<file path="config.mk">
export PLATFORM = sky130hd
export DESIGN_NAME = core_bus_arbiter
export DESIGN_NICKNAME = d
export VERILOG_FILES = /design/src/rtl/processorci_bus_pkg.sv /design/src/rtl/rr_arbiter2.sv /design/src/rtl/core_bus_arbiter.sv
export SDC_FILE = /design/constraint.sdc
export NUM_CORES = 1
export LEC_CHECK = 0
export ABC_AREA = 1
export CORE_ASPECT_RATIO = 0.9
export CORE_MARGIN = 3
export CORE_UTILIZATION = 55
export CTS_BUF_LIST = sky130_fd_sc_hd__clkbuf_2 sky130_fd_sc_hd__clkbuf_4 sky130_fd_sc_hd__clkbuf_8
export DETAILED_ROUTE_END_ITERATION = 16
export DONT_BUFFER_PORTS = 1
export PLACE_DENSITY = 0.7
export SLEW_MARGIN = 20
export SYNTH_ARGS = -nofsm -noshare
export SYNTH_HDL_FRONTEND = slang
export SYNTH_SLANG_ARGS = --single-unit
</file>
<file path="constraint.sdc">
create_clock -name clk -period 5.2 [get_ports clk]
set_input_delay 1.04 -clock clk [delete_from_list [all_inputs] [get_ports clk]]
set_output_delay 1.04 -clock clk [all_outputs]
set_load 0.03 [all_outputs]
</file>
<file path="src/rtl/processorci_bus_pkg.sv">
// Shared types for the core bus arbiter and related shared-bus blocks.
package processorci_bus_pkg;

    typedef enum logic [1:0] {
        IDLE   = 2'd0,
        BUSY_I = 2'd1,
        BUSY_D = 2'd2
    } arb_state_t;

    typedef enum logic {
        GRANT_INSTR = 1'b0,
        GRANT_DATA  = 1'b1
    } grant_t;

    // Read data returned to a master whose transaction was abandoned by the watchdog.
    localparam logic [31:0] TIMEOUT_DATA = 32'hDEADBEEF;

endpackage

</file>
<file path="src/rtl/rr_arbiter2.sv">
// Combinational 2-way round-robin grant: on contention the master that did not win last time wins.
module rr_arbiter2
    import processorci_bus_pkg::*;
(
    input  logic   req0,
    input  logic   req1,
    input  grant_t last_grant,
    output logic   valid,
    output grant_t grant
);

    // Pick a winner from the two requests and the previous grant.
    always_comb begin
        valid = req0 | req1;
        grant = GRANT_INSTR;
        if (req0 && req1) begin
            grant = (last_grant == GRANT_INSTR) ? GRANT_DATA : GRANT_INSTR;
        end else if (req1) begin
            grant = GRANT_DATA;
        end
    end

endmodule

</file>
<file path="src/rtl/core_bus_arbiter.sv">
// Shares the Controller Wishbone port between the instruction fetch and data ports.
// One transaction in flight at a time; round-robin on contention.
// Optional watchdog compiled in with `define ARB_TIMEOUT_EN (adds timeout_o).
module core_bus_arbiter
    import processorci_bus_pkg::*;
#(
    parameter int unsigned ADDR_W         = 32,
    parameter int unsigned DATA_W         = 32,
    parameter int unsigned TIMEOUT_CYCLES = 1024
) (
    input  logic              clk,
    input  logic              rst,
    input  logic              instr_req_i,
    input  logic [ADDR_W-1:0] instr_addr_i,
    output logic [DATA_W-1:0] instr_data_o,
    output logic              instr_ack_o,
    input  logic              data_req_i,
    input  logic              data_we_i,
    input  logic [ADDR_W-1:0] data_addr_i,
    input  logic [DATA_W-1:0] data_wdata_i,
    output logic [DATA_W-1:0] data_rdata_o,
    output logic              data_ack_o,
    output logic              core_cyc_o,
    output logic              core_stb_o,
    output logic              core_we_o,
    output logic [ADDR_W-1:0] core_addr_o,
    output logic [DATA_W-1:0] core_data_o,
    input  logic [DATA_W-1:0] core_data_i,
    input  logic              core_ack_i
`ifdef ARB_TIMEOUT_EN
    ,
    output logic              timeout_o
`endif
);

    arb_state_t        state;
    arb_state_t        state_next;
    grant_t            last_grant;
    logic              arb_valid;
    grant_t            arb_grant;
    logic              instr_req_m;
    logic              data_req_m;
    logic              timeout_hit;

    logic              cyc_n;
    logic              stb_n;
    logic              we_n;
    logic [ADDR_W-1:0] addr_n;
    logic [DATA_W-1:0] wdata_n;
    logic [DATA_W-1:0] instr_rdata_n;
    logic [DATA_W-1:0] data_rdata_n;
    logic              instr_ack_n;
    logic              data_ack_n;
    logic [DATA_W-1:0] resp_data;

    // A master whose ack is pulsing cannot be granted again in that cycle.
    assign instr_req_m = instr_req_i & ~instr_ack_o;
    assign data_req_m  = data_req_i & ~data_ack_o;

    rr_arbiter2 u_rr_arbiter2 (
        .req0       (instr_req_m),
        .req1       (data_req_m),
        .last_grant (last_grant),
        .valid      (arb_valid),
        .grant      (arb_grant)
    );

`ifdef ARB_TIMEOUT_EN
    localparam int unsigned CNT_W = $clog2(TIMEOUT_CYCLES + 1);

    logic [CNT_W-1:0] busy_cnt;

    // Fires on the last allowed BUSY cycle; a slave ack in that cycle takes precedence.
    assign timeout_hit = (state != IDLE) && !core_ack_i &&
                         (busy_cnt == CNT_W'(TIMEOUT_CYCLES - 1));

    // Watchdog counter (cleared while idle, so fresh at every grant) and timeout pulse.
    always_ff @(posedge clk or posedge rst) begin
        if (rst) begin
            busy_cnt  <= '0;
            timeout_o <= 1'b0;
        end else begin
            timeout_o <= timeout_hit;
            if (state == IDLE) begin
                busy_cnt <= '0;
            end else begin
                busy_cnt <= busy_cnt + CNT_W'(1);
            end
        end
    end
`else
    assign timeout_hit = 1'b0;

    // TIMEOUT_CYCLES only has meaning when the watchdog is compiled in.
    if (TIMEOUT_CYCLES == 0) begin : g_timeout_unused
    end
`endif

    // Response data: slave data normally, the marker word on a watchdog abort.
    assign resp_data = core_ack_i ? core_data_i : DATA_W'(TIMEOUT_DATA);

    // State register and round-robin history.
    always_ff @(posedge clk or posedge rst) begin
        if (rst) begin
            state      <= IDLE;
            last_grant <= GRANT_DATA;
        end else begin
            state <= state_next;
            if (state == IDLE && arb_valid) begin
                last_grant <= arb_grant;
            end
        end
    end

    // Next-state logic.
    always_comb begin
        state_next = state;
        case (state)
            IDLE: begin
                if (arb_valid) begin
                    state_next = (arb_grant == GRANT_INSTR) ? BUSY_I : BUSY_D;
                end
            end
            BUSY_I, BUSY_D: begin
                if (core_ack_i || timeout_hit) begin
                    state_next = IDLE;
                end
            end
            default: state_next = IDLE;
        endcase
    end

    // Next values of the registered bus and master-side outputs.
    always_comb begin
        cyc_n         = core_cyc_o;
        stb_n         = core_stb_o;
        we_n          = core_we_o;
        addr_n        = core_addr_o;
        wdata_n       = core_data_o;
        instr_rdata_n = instr_data_o;
        data_rdata_n  = data_rdata_o;
        instr_ack_n   = 1'b0;
        data_ack_n    = 1'b0;
        case (state)
            IDLE: begin
                if (arb_valid) begin
                    cyc_n = 1'b1;
                    stb_n = 1'b1;
                    if (arb_grant == GRANT_INSTR) begin
                        we_n    = 1'b0;
                        addr_n  = instr_addr_i;
                        wdata_n = '0;
                    end else begin
                        we_n    = data_we_i;
                        addr_n  = data_addr_i;
                        wdata_n = data_wdata_i;
                    end
                end
            end
            BUSY_I: begin
                if (core_ack_i || timeout_hit) begin
                    cyc_n         = 1'b0;
                    stb_n         = 1'b0;
                    instr_ack_n   = 1'b1;
                    instr_rdata_n = resp_data;
                end
            end
            BUSY_D: begin
                if (core_ack_i || timeout_hit) begin
                    cyc_n        = 1'b0;
                    stb_n        = 1'b0;
                    data_ack_n   = 1'b1;
                    data_rdata_n = resp_data;
                end
            end
            default: begin
                cyc_n = 1'b0;
                stb_n = 1'b0;
            end
        endcase
    end

    // Output registers.
    always_ff @(posedge clk or posedge rst) begin
        if (rst) begin
            core_cyc_o   <= 1'b0;
            core_stb_o   <= 1'b0;
            core_we_o    <= 1'b0;
            core_addr_o  <= '0;
            core_data_o  <= '0;
            instr_data_o <= '0;
            data_rdata_o <= '0;
            instr_ack_o  <= 1'b0;
            data_ack_o   <= 1'b0;
        end else begin
            core_cyc_o   <= cyc_n;
            core_stb_o   <= stb_n;
            core_we_o    <= we_n;
            core_addr_o  <= addr_n;
            core_data_o  <= wdata_n;
            instr_data_o <= instr_rdata_n;
            data_rdata_o <= data_rdata_n;
            instr_ack_o  <= instr_ack_n;
            data_ack_o   <= data_ack_n;
        end
    end

endmodule

</file>
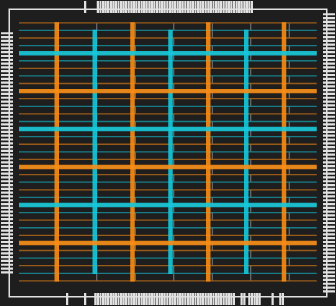
floorplan.png
Pins as bars on the die edge. Tap cells in grey.
legend:
  VDD:
    colour: cyan
  VSS:
    colour: orange
met1 rails: 35
signal pins: 267
met5 straps: 6
rows: 34

==> flow_summary.json <==
{
  "status": "completed",
  "yosysWarnings": 0,
  "gp_congestion": 0.890,
  "slew_headroom_pct": 32.8,
  "tightest_slew_ns": 1.01,
  "antenna_found_initial": 0,
  "clockBufferDepth": 2,
  "drtIter0Drc": 440,
  "max_freq_mhz": 450,
  "core_area_um2": 9870,
  "final_cell_mix": "nand2_1 (269), dfrtp_1 (134), inv_1 (103)",
  "p_clk_uw": 875,
  "dp_hpwl_um": 9770,
  "wl_um": 13900,
  "top_level_ports": 267,
  "clock_skew_ns": 0.0199,
  "syn-num-nets": 828,
  "postCtsSetupBuffers": 0,
  "gr-usage-met1_pct": 27.4,
  "fp_util_pct": 57.7,
  "path_max_fanout": 3,
  "die_x_um": 113,
  "switchingPower_uw": 2410,
  "fin_nets": 815,
  "post-route-period-util_pct": 42.8,
  "cts-root-buf": "clkbuf_8",
  "drtPass1Iterations": 5,
  "cp_data_arrival_time_ns": 1.18,
  "r2r_slack_ns": 3.08,
  "top_layer": "met4",
  "cts_resized": 0,
  "min_path_type": "reg -> reg",
  "final_cell_area_um2": 6140,
  "min_period_ns": 2.22,
  "cts_htree_levels": 4,
  "wl_per_cell_um": 17.0,
  "grt_use_met2_pct": 39.5,
  "start_kind": "flip-flop",
  "netlist_instances": 691,
  "ir_drop_mv": 0.394,
  "die_area_um2": 11600,
  "lay_top_count": "nand2_1",
  "port-buffer-count": 0,
  "gr-total-overflow": 0,
  "tool_warnings": 28,
  "wl_met3_um": 1560,
  "powerSeq_uw": 2940,
  "ys_area_um2": 5690,
  "vias": 4357,
  "grt_util_all_layers_pct": 23.9,
  "p_comb_uw": 876,
  "top_area_share_pct": 58.9,
  "cts_made_buffers": 17,
  "drive_above_1_share_pct": 6.95,
  "ys_seq_share_pct": 59.4,
  "p_leak_uw": 0.00348,
  "ys.flops": 135,
  "grt_pass1_wl_um": 21600,
  "die_height_um": 103,
  "p_clk_share_pct": 18.6
}
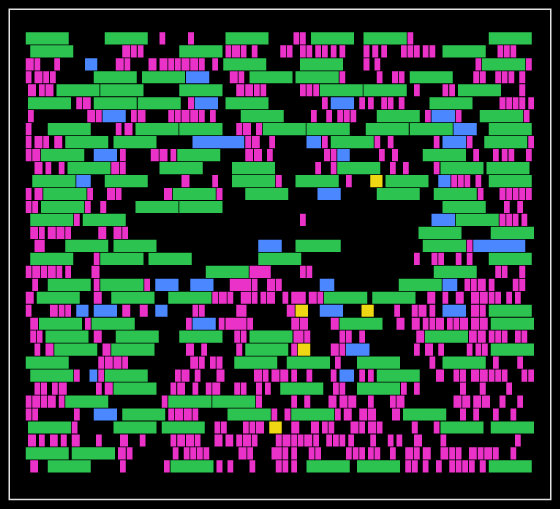
class_map.png
legend:
  clock drivers and dummy loads:
    colour: blue
    cells: 32
    share_of_their_area: 6.8%
  remaining logic cells:
    colour: magenta
    cells: 519
    share_of_their_area: 36%
  registers:
    colour: green
    cells: 135
    share_of_their_area: 56%
  remaining buffers and delay cells:
    colour: yellow
    cells: 5
    share_of_their_area: 0.63%

final cells by class:
type | count | area (um2)
fill | 844 | 3730
sequential | 135 | 3380
multi-input combinational | 411 | 1750
inverter | 108 | 409
clock buffer | 19 | 262
tap | 126 | 158
clock inverter | 13 | 146
timing repair buffer | 5 | 37.5
state kept, by name (all words and copies together) (netlist names):
name          count
instr_ack_o       1
state             2
data_rdata_o     32
instr_data_o     32
core_addr_o      32
core_stb_o        1
last_grant        1
core_data_o      32
data_ack_o        1
core_we_o         1
cell families (layout without fill, tap and decap cells):
logic type,after synthesis,in the layout,synth area share [%]
flip-flops,135,135,59.4
AND-OR/OR-AND,67,67,5.96
AND/OR/NAND/NOR,341,341,24.0
buffers and inverters,145,145,9.98
adder cells (fa/ha/maj),3,3,0.660
metrics by stage:
step           worst slack [ns]  instances  total power (uW)  hold slack (ns)
6_report                   2.98        817              4690            0.468
2_1_floorplan             0.551        691              3550            0.443
5_1_grt                    2.87        817              4990            0.519
3_3_place_gp               2.50        785              3790            0.457
3_5_place_dp               2.49        785              3860            0.465
4_1_cts                    2.89        817              4740            0.476
path summary, 6_finish.rpt:
check / depth (start not counted) / to / start
setup / recovery: 0 / core_cyc_o / core_stb_o
hold / removal: 2 / last_grant / last_grant
setup reg to reg: 6 / core_data_o[25] / data_ack_o
hold reg to reg: 2 / last_grant / last_grant
max in group asynchronous: 2 / core_data_o[17] / rst
min in group asynchronous: 1 / instr_data_o[3] / rst
synthesized netlist by cell type:
master      n
a21oi_2     1
buf_2      16
buf_4       1
clkbuf_1   20
dfrtp_1   134
dfstp_2     1
ha_1        3
inv_1     104
inv_2       4
nand2_1   272
nand3_1    68
nor2_2      1
o21ai_0    66
Power and IR drop assume default switching activity.
